run_1/wires.png
The bar under the picture is 20 um long. Only two layers are drawn.
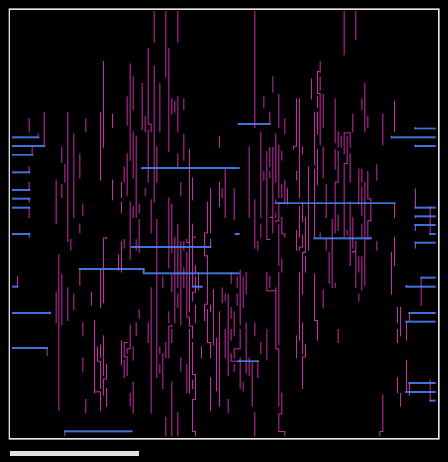
run_1/flops_by_reg.png
The bar under the picture is 20 um long. Other sequential cells in the stronger gray, the rest of the logic in the fainter gray.
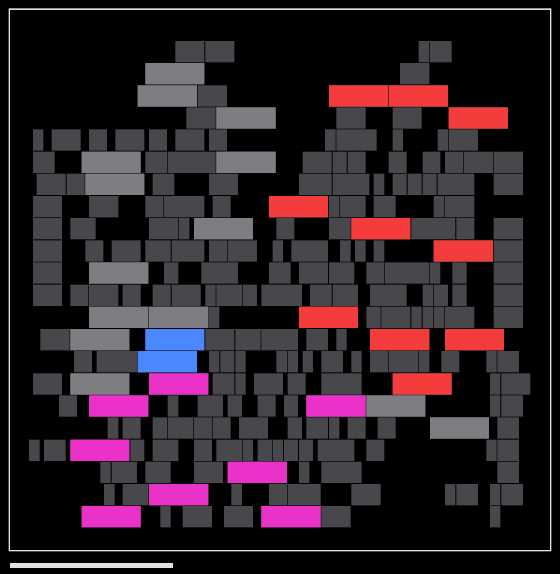
run_1/clocks.png
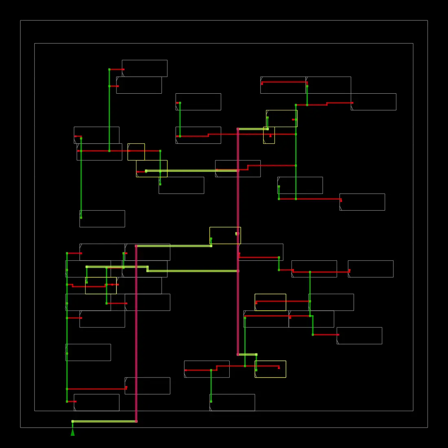
## src/rtl/game_pkg.sv

```systemverilog
// Shared game-level types and screen constants for the Flappy Bird datapath.
package game_pkg;

    typedef enum logic [1:0] {
        IDLE  = 2'd0,
        PLAY  = 2'd1,
        DYING = 2'd2,
        OVER  = 2'd3
    } game_state_t;

    localparam logic [9:0] PASS_X_DEFAULT = 10'd265;

    // Vertical play-field bounds, also used by the collision detector.
    localparam logic [9:0] SCREEN_Y_MIN = 10'd0;
    localparam logic [9:0] SCREEN_Y_MAX = 10'd480;

    // A pipe is cleared when its x steps from at/right of pass_x to left of it;
    // the low-to-high wrap can never satisfy this.
    function automatic logic crossed(input logic [9:0] prev_x,
                                     input logic [9:0] cur_x,
                                     input logic [9:0] pass_x);
        return (prev_x >= pass_x) && (cur_x < pass_x);
    endfunction

endpackage

```

## src/rtl/game_controller_rise_detect.sv

```systemverilog
// Rising-edge detector for the start/flap key with a configurable reset value
// of the previous sample, so a key held through reset produces no edge.
module rise_detect #(
    parameter logic RESET_VAL = 1'b1
) (
    input  logic Clk,
    input  logic Reset_n,
    input  logic din,
    output logic rise
);

    logic prev;

    always_ff @(posedge Clk) begin
        if (!Reset_n) prev <= RESET_VAL;
        else          prev <= din;
    end

    assign rise = din & ~prev;

endmodule

```

## src/rtl/game_controller.sv

```systemverilog
// Flappy Bird game FSM: start/restart, scoring, death freeze and high score.
// Build option: define GAME_HIGH_SCORE_EN to keep a high-score register.
//
// state | meaning
// IDLE  | waiting for first key press, objects frozen
// PLAY  | objects moving, pipe crossings score
// DYING | collision seen, frozen for DEATH_FRAMES frames
// OVER  | game over shown, key press restarts straight into PLAY
module game_controller
    import game_pkg::*;
#(
    parameter logic [7:0] DEATH_FRAMES = 8'd60,
    parameter int         SCORE_W      = 10,
    parameter logic [9:0] PASS_X       = PASS_X_DEFAULT
) (
    input  logic               Clk,
    input  logic               Reset_n,
    input  logic               frame_tick,
    input  logic               start_key,
    input  logic               collision,
    input  logic [9:0]         pipe_x,
    output logic [1:0]         state,
    output logic               run_en,
    output logic               obj_reset,
    output logic [SCORE_W-1:0] score,
    output logic [SCORE_W-1:0] high_score,
    output logic               game_over
);

    game_state_t        state_q, state_d;
    logic [7:0]         death_cnt_q, death_cnt_d;
    logic [9:0]         pipe_x_prev;
    logic [SCORE_W-1:0] score_d;
    logic               key_rise;
    logic               crossing;
    logic               death_done;
    logic               obj_reset_d;

    rise_detect #(.RESET_VAL(1'b1)) u_key_rise (
        .Clk     (Clk),
        .Reset_n (Reset_n),
        .din     (start_key),
        .rise    (key_rise)
    );

    assign crossing   = frame_tick && crossed(pipe_x_prev, pipe_x, PASS_X);
    assign death_done = frame_tick && (death_cnt_q == DEATH_FRAMES - 8'd1);

    always_comb begin
        state_d     = state_q;
        death_cnt_d = death_cnt_q;
        score_d     = score;
        obj_reset_d = 1'b0;
        case (state_q)
            IDLE, OVER: begin
                if (key_rise) begin
                    state_d     = PLAY;
                    obj_reset_d = 1'b1;
                    score_d     = '0;
                end
            end
            PLAY: begin
                // Collision takes priority over a crossing on the same cycle.
                if (collision) begin
                    state_d     = DYING;
                    death_cnt_d = '0;
                end else if (crossing && (score != '1)) begin
                    score_d = score + SCORE_W'(1);
                end
            end
            DYING: begin
                if (frame_tick) begin
                    death_cnt_d = death_cnt_q + 8'd1;
                    if (death_done) state_d = OVER;
                end
            end
            default: state_d = IDLE;
        endcase
    end

    always_ff @(posedge Clk) begin
        if (!Reset_n) begin
            state_q     <= IDLE;
            death_cnt_q <= '0;
            pipe_x_prev <= '0;
            score       <= '0;
            run_en      <= 1'b0;
            obj_reset   <= 1'b0;
            game_over   <= 1'b0;
        end else begin
            state_q     <= state_d;
            death_cnt_q <= death_cnt_d;
            score       <= score_d;
            run_en      <= (state_d == PLAY);
            obj_reset   <= obj_reset_d;
            game_over   <= (state_d == OVER);
            if (frame_tick) pipe_x_prev <= pipe_x;
        end
    end

`ifdef GAME_HIGH_SCORE_EN
    always_ff @(posedge Clk) begin
        if (!Reset_n) begin
            high_score <= '0;
        end else if ((state_q == DYING) && death_done && (score > high_score)) begin
            high_score <= score;
        end
    end
`else
    assign high_score = '0;
`endif

    assign state = state_q;

endmodule

```

## config.mk

```make
export PLATFORM = sky130hd
export DESIGN_NAME = game_controller
export DESIGN_NICKNAME = d
export VERILOG_FILES = /design/src/rtl/game_pkg.sv /design/src/rtl/game_controller_rise_detect.sv /design/src/rtl/game_controller.sv
export SDC_FILE = /design/constraint.sdc
export NUM_CORES = 1
export LEC_CHECK = 0
export CAP_MARGIN = 20
export CORE_MARGIN = 2
export CORE_UTILIZATION = 45
export DETAILED_ROUTE_END_ITERATION = 7
export GPL_TIMING_DRIVEN = 0
export PLACE_DENSITY = 0.81
export SLEW_MARGIN = 20
export SYNTH_ARGS = -nofsm -noshare
export SYNTH_HDL_FRONTEND = slang
export SYNTH_SLANG_ARGS = --single-unit
```

## constraint.sdc

```tcl
create_clock -name Clk -period 5.22 [get_ports Clk]
set_input_delay 0.783 -clock Clk [delete_from_list [all_inputs] [get_ports Clk]]
set_output_delay 0.783 -clock Clk [all_outputs]
set_load 0.01 [all_outputs]
```

==> qor.json, run 1 <==
{
  "tritoncts": {"value": "built"},
  "outcome": {"value": "finished, final reports clean"},
  "fin_setup_tns": {"value": 0, "unit": "ns"},
  "crit_cells": {"value": 7},
  "placement.setup.worst_slack": {"value": 2.20, "unit": "ns"},
  "numPlacedInstances": {"value": 274},
  "boundaryPins": {"value": 40},
  "p_per_area": {"value": 285, "unit": "mW/mm^2"},
  "yosys-stat-area": {"value": 0.00175, "unit": "mm^2"},
  "switching_part_of_the_total_power": {"value": 28.8, "unit": "%"},
  "worst_ep_required_time": {"value": 5.44, "unit": "ns"},
  "drive_above_1_share": {"value": 14.5, "unit": "%"},
  "ys_top_cells_by_area": {"value": "dfxtp_1 39%, mux2i_1 11%, nor2b_1 5.0%"},
  "number_of_global_route_vias_before_repair": {"value": 1293},
  "power.internal": {"value": 0.451, "unit": "mW"},
  "clockRootBuffer": {"value": "clkbuf_8"},
  "netlist.top_cell.by_area": {"value": "dfxtp_1"},
  "ir_worst_vdd": {"value": 0.257, "unit": "mV"},
  "synth-main-ff-cell": {"value": "dfxtp_1"},
  "pwr-share-comb": {"value": 23.4, "unit": "%"},
  "largest_net_degree_at_the_start_of_global_routing": {"value": 12},
  "drv.max_cap_violation_count": {"value": 0},
  "synth.top_cells.by_count": {"value": "34 x dfxtp_1, 19 x mux2i_1, 16 x nand2_1"},
  "synth_flops": {"value": 34},
  "postSynth.asyncResetShare": {"value": 0, "unit": "%"},
  "num_rows": {"value": 22},
  "seq_power_share": {"value": 44.8, "unit": "%"},
  "setup_repair_after_global_routing_missed_its_margin": {"value": "no"},
  "placed_cell_area": {"value": 0.00213, "unit": "mm^2"},
  "worst_path_most_repeated_cell": {"value": "mux2i_1"},
  "cts.repair_timing.setup_buffer_count": {"value": 0},
  "layout_worst_path_cycle_share": {"value": 51.7, "unit": "%"},
  "adders_majority_by_area": {"value": 2.87, "unit": "%"},
  "lay_top_count": {"value": "dfxtp_1"},
  "wl_met2": {"value": 1500, "unit": "um"},
  "finalCriticalPeriod": {"value": 2.70, "unit": "ns"},
  "dpl.hpwl": {"value": 2440, "unit": "um"},
  "critical_path.reg2reg.endpoint": {"value": "score[9]"},
  "post_synth_xor_area_fraction": {"value": 3.01, "unit": "%"},
  "top_power_group": {"value": "registers"},
  "timing.critical_path.slowest_stage_cell": {"value": "or4_4"},
  "critical_path_sink_type": {"value": "flop"},
  "crit-reg2reg-launch": {"value": "state[0]"},
  "count_of_mapped_cells_out_of_synthesis": {"value": 188},
  "timing.critical_path.from_type": {"value": "input pin"},
  "detail_route.first_pass.iterations": {"value": 4},
  "detail-route-antenna-nets": {"value": 0},
  "finish.net_count": {"value": 252},
  "slew-limit-headroom": {"value": 51.8, "unit": "%"},
  "tritoncts_num_sinks": {"value": 34},
  "synth_area_per_cell": {"value": 9.29, "unit": "um^2"},
  "power.net_switching": {"value": 0.183, "unit": "mW"}
}
Notes on wires.png above:
[metal 3] blue | wire length: 184 um
[metal 2] magenta | wire length: 1500 um
overall via count from detail_route: 1414
Overall Global Routing Usage: 17.1%
average wire length per cell after detail routing: 11.7 um

Notes on flops_by_reg.png above:
[death_cnt_q] magenta | flops: 8
[state] blue | flops: 2
[score] red | flops: 10
not colored: 14
proportion of cell area occupied by registers: 30.6%
P_seq: 0.284 mW
Core Util, Final: 60.3%
Sequential cell area: 681 um^2

Notes on clocks.png above:
insertion delay of the later-clocked pin in the worst-skew pair: 0.29 ns
number of CTS-inserted buffers: 5
sequential cell count of the final layout: 34
number of clock buffers in the layout: 6

## run 1: final cells by class
cell class                      instances  area (um^2)
Fill cell                             356         1460
Timing Repair Buffer                   29          290
Clock inverter                          2         12.5
Inverter                                7         26.3
Sequential cell                        34          681
Multi-Input combinational cell        139          963
Clock buffer                            6         82.6
Buffer                                 17          110
Tap cell                               48         60.1
## run 1: worst register-to-register path: stages, from the launching register on
cell     delay (ns)
dfxtp_1        0.42
inv_1          0.07
ha_1           0.38
mux2i_1        0.16
or4_4          0.56
buf_6          0.17
nor4b_2        0.29
mux2i_1        0.21
## run 1: flip-flops by register name, summed over array words and instances (netlist names)
signal,flops
pipe_x_prev,10
score,10
death_cnt_q,8
state,2
game_over,1
obj_reset,1
run_en,1
u_key_rise.prev,1
run_1/clk_routes.png
The bar under the picture is 20 um long.
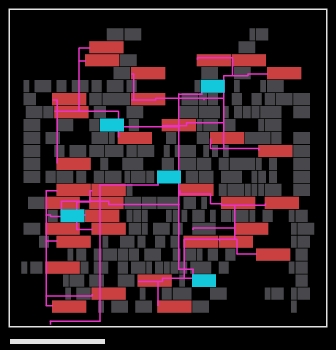

## Run 2: what changed since run 1
--- a/config.mk
+++ b/config.mk
@@ -10,7 +10,7 @@
 export CORE_UTILIZATION = 45
 export DETAILED_ROUTE_END_ITERATION = 7
 export GPL_TIMING_DRIVEN = 0
-export PLACE_DENSITY = 0.81
+export PLACE_DENSITY = 0.84
 export SLEW_MARGIN = 20
 export SYNTH_ARGS = -nofsm -noshare
 export SYNTH_HDL_FRONTEND = slang
==> constraint.sdc (replaced) <==
create_clock -name Clk -period 2.25 [get_ports Clk]
set_input_delay 0.3375 -clock Clk [delete_from_list [all_inputs] [get_ports Clk]]
set_output_delay 0.3375 -clock Clk [all_outputs]
set_load 0.01 [all_outputs]
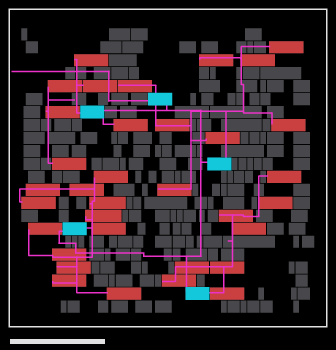
run_2/clk_routes.png
The bar under the picture is 20 um long.
[flip-flops] red | count: 34
[clock wires] magenta | length: 435 um
[clock drivers] cyan | count: 5
routed clock nets: 6
clock-net power: 0.675 mW
share of power burned in the clock network: 39.8%

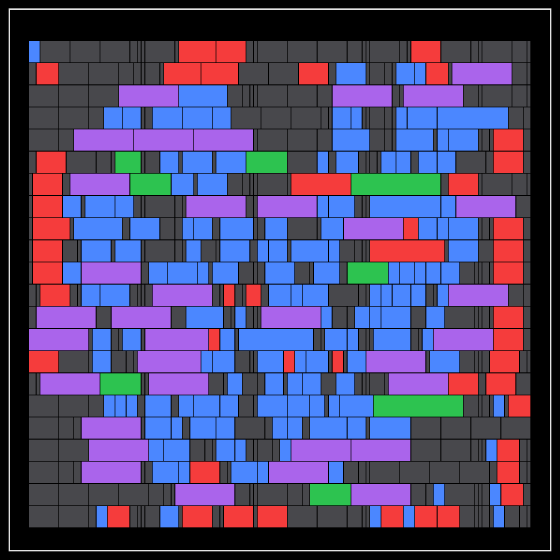
run_2/placement_by_type.png
Fill, decap, tap and diode cells in gray.
[clock drivers and dummy loads] green | cells: 8
[remaining buffers and delay cells] red | cells: 47
[sequential cells] purple | cells: 34
[combinational and other logic] blue | cells: 146
floorplan row count: 22
proportion of cell area occupied by registers: 28.9%
Non-Filler Cell Area, Final: 0.00236 mm^2

==> run 2 against run 1 <==
  * Worst hold slack worse by 0.096 ns
  * Combinational power is 140% higher
  * Global-route usage increased by 0.28 points
  * Critical path depth unchanged
  * Flip-flop count did not move
  * Cell count is 0.35% higher
  * Synthesized cell count did not move
  * Non-clock buffer count rose by 1
  * Largest cell class unchanged
==> qor.json, run 2 <==
{
  "numPlacedInstances": {"value": 274, "change": "unchanged"},
  "finish.net_count": {"value": 253, "change": "+0.40%"},
  "count_of_mapped_cells_out_of_synthesis": {"value": 188, "change": "unchanged"},
  "fin_setup_tns": {"value": 0, "unit": "ns", "change": "unchanged"},
  "boundaryPins": {"value": 40, "change": "unchanged"},
  "timing.critical_path.from_type": {"value": "input pin"},
  "route.vias.total": {"value": 1431, "change": "+1.2%"},
  "wl_met2": {"value": 1610, "unit": "um", "change": "+7.5%"},
  "clockRootBuffer": {"value": "clkbuf_8"},
  "num_tap_cells": {"value": 48, "change": "unchanged"},
  "switching_part_of_the_total_power": {"value": 25.7, "unit": "%", "change": "-3.1 points"},
  "number_of_global_route_vias_before_repair": {"value": 1289, "change": "-0.31%"},
  "tritoncts": {"value": "built"},
  "ir_worst_vdd": {"value": 0.603, "unit": "mV", "change": "+140%"},
  "largest_net_degree_at_the_start_of_global_routing": {"value": 13, "change": "+1"},
  "power.net_switching": {"value": 0.436, "unit": "mW", "change": "+140%"},
  "finalCriticalPeriod": {"value": 2.12, "unit": "ns"},
  "outcome": {"value": "finished, final reports clean"},
  "yosys-stat-area": {"value": 0.00175, "unit": "mm^2", "change": "unchanged"},
  "logic_area": {"value": 0.00101, "unit": "mm^2", "change": "+4.7%"},
  "detail_route.first_pass.iterations": {"value": 4, "change": "unchanged"},
  "tritoncts_num_sinks": {"value": 34, "change": "unchanged"},
  "synth_area_per_cell": {"value": 9.29, "unit": "um^2", "change": "unchanged"},
  "synth.top_cells.by_count": {"value": "34 x dfxtp_1, 19 x mux2i_1, 16 x nand2_1"},
  "comb.multi_input.count": {"value": 139, "change": "unchanged"},
  "seq_cell_power": {"value": 0.664, "unit": "mW", "change": "+130%"},
  "cts.repair_timing.setup_buffer_count": {"value": 0, "change": "unchanged"},
  "synth-main-ff-cell": {"value": "dfxtp_1"},
  "worst_ep_required_time": {"value": 2.47, "unit": "ns", "change": "-2.97 ns"},
  "layout_worst_path_cycle_share": {"value": 94.4, "unit": "%"},
  "power.internal": {"value": 1.26, "unit": "mW", "change": "+180%"},
  "layout.core_utilization": {"value": 64.0, "unit": "%", "change": "+3.7 points"},
  "synth_flops": {"value": 34, "change": "unchanged"},
  "placed_cell_area": {"value": 0.00213, "unit": "mm^2", "change": "unchanged"},
  "comb_area_share": {"value": 42.7, "unit": "%", "change": "-0.57 points"},
  "top_area_cell_class": {"value": "combinational gates"},
  "nClkBuffers": {"value": 5, "change": "-1"},
  "grtUsageTotal": {"value": 17.4, "unit": "%", "change": "+0.28 points"},
  "drive_above_1_share": {"value": 17.4, "unit": "%", "change": "+2.9 points"},
  "dpl.hpwl": {"value": 2520, "unit": "um", "change": "+3.4%"},
  "postSynth.asyncResetShare": {"value": 0, "unit": "%", "change": "unchanged"},
  "num-nonclk-buffers": {"value": 47, "change": "+2.2%"},
  "clk_share": {"value": 5.83, "unit": "%", "change": "+1.6 points"},
  "drv.max_cap_violation_count": {"value": 0, "change": "unchanged"},
  "cts-buffers-inserted": {"value": 5, "change": "unchanged"},
  "biggestRegsByFlops": {"value": "pipe_x_prev x10, score x10, death_cnt_q x8"},
  "detail-route-antenna-nets": {"value": 0, "change": "unchanged"},
  "slew-limit-headroom": {"value": 55.1, "unit": "%", "change": "+3.3 points"},
  "critical_path_sink_type": {"value": "flop"}
}
run 2: cell types whose count changed in the layout (fill, tap and decap cells not counted), moves of 2 or more:
cell	change
dfxtp_1	-2
nor4b_2	-2
nor4b_4	+2
clkdlybuf4s50_1	-4
bufinv_16	+2
dfxtp_2	+2
dlymetal6s2s_1	+4
run 2: logic make-up after synthesis:
family | synth area share (%)
compound gates | 8.96
xor+xnor | 3.01
fa+ha+maj | 2.87
buf+inv | 7.81
flops | 39.0
mux | 11.5
other cells | 0.215
simple gates | 26.6
run 2: per-layer routing:
layer | GRT usage [%] | vias up
li1 | - | 734
met1 | 22.4 | 652
met2 | 27.5 | 40
met3 | 6.30 | 5
met4 | 4.59 | 0
met5 | 0 | -
No activity file was given, so power comes from the tool's default toggle rates.
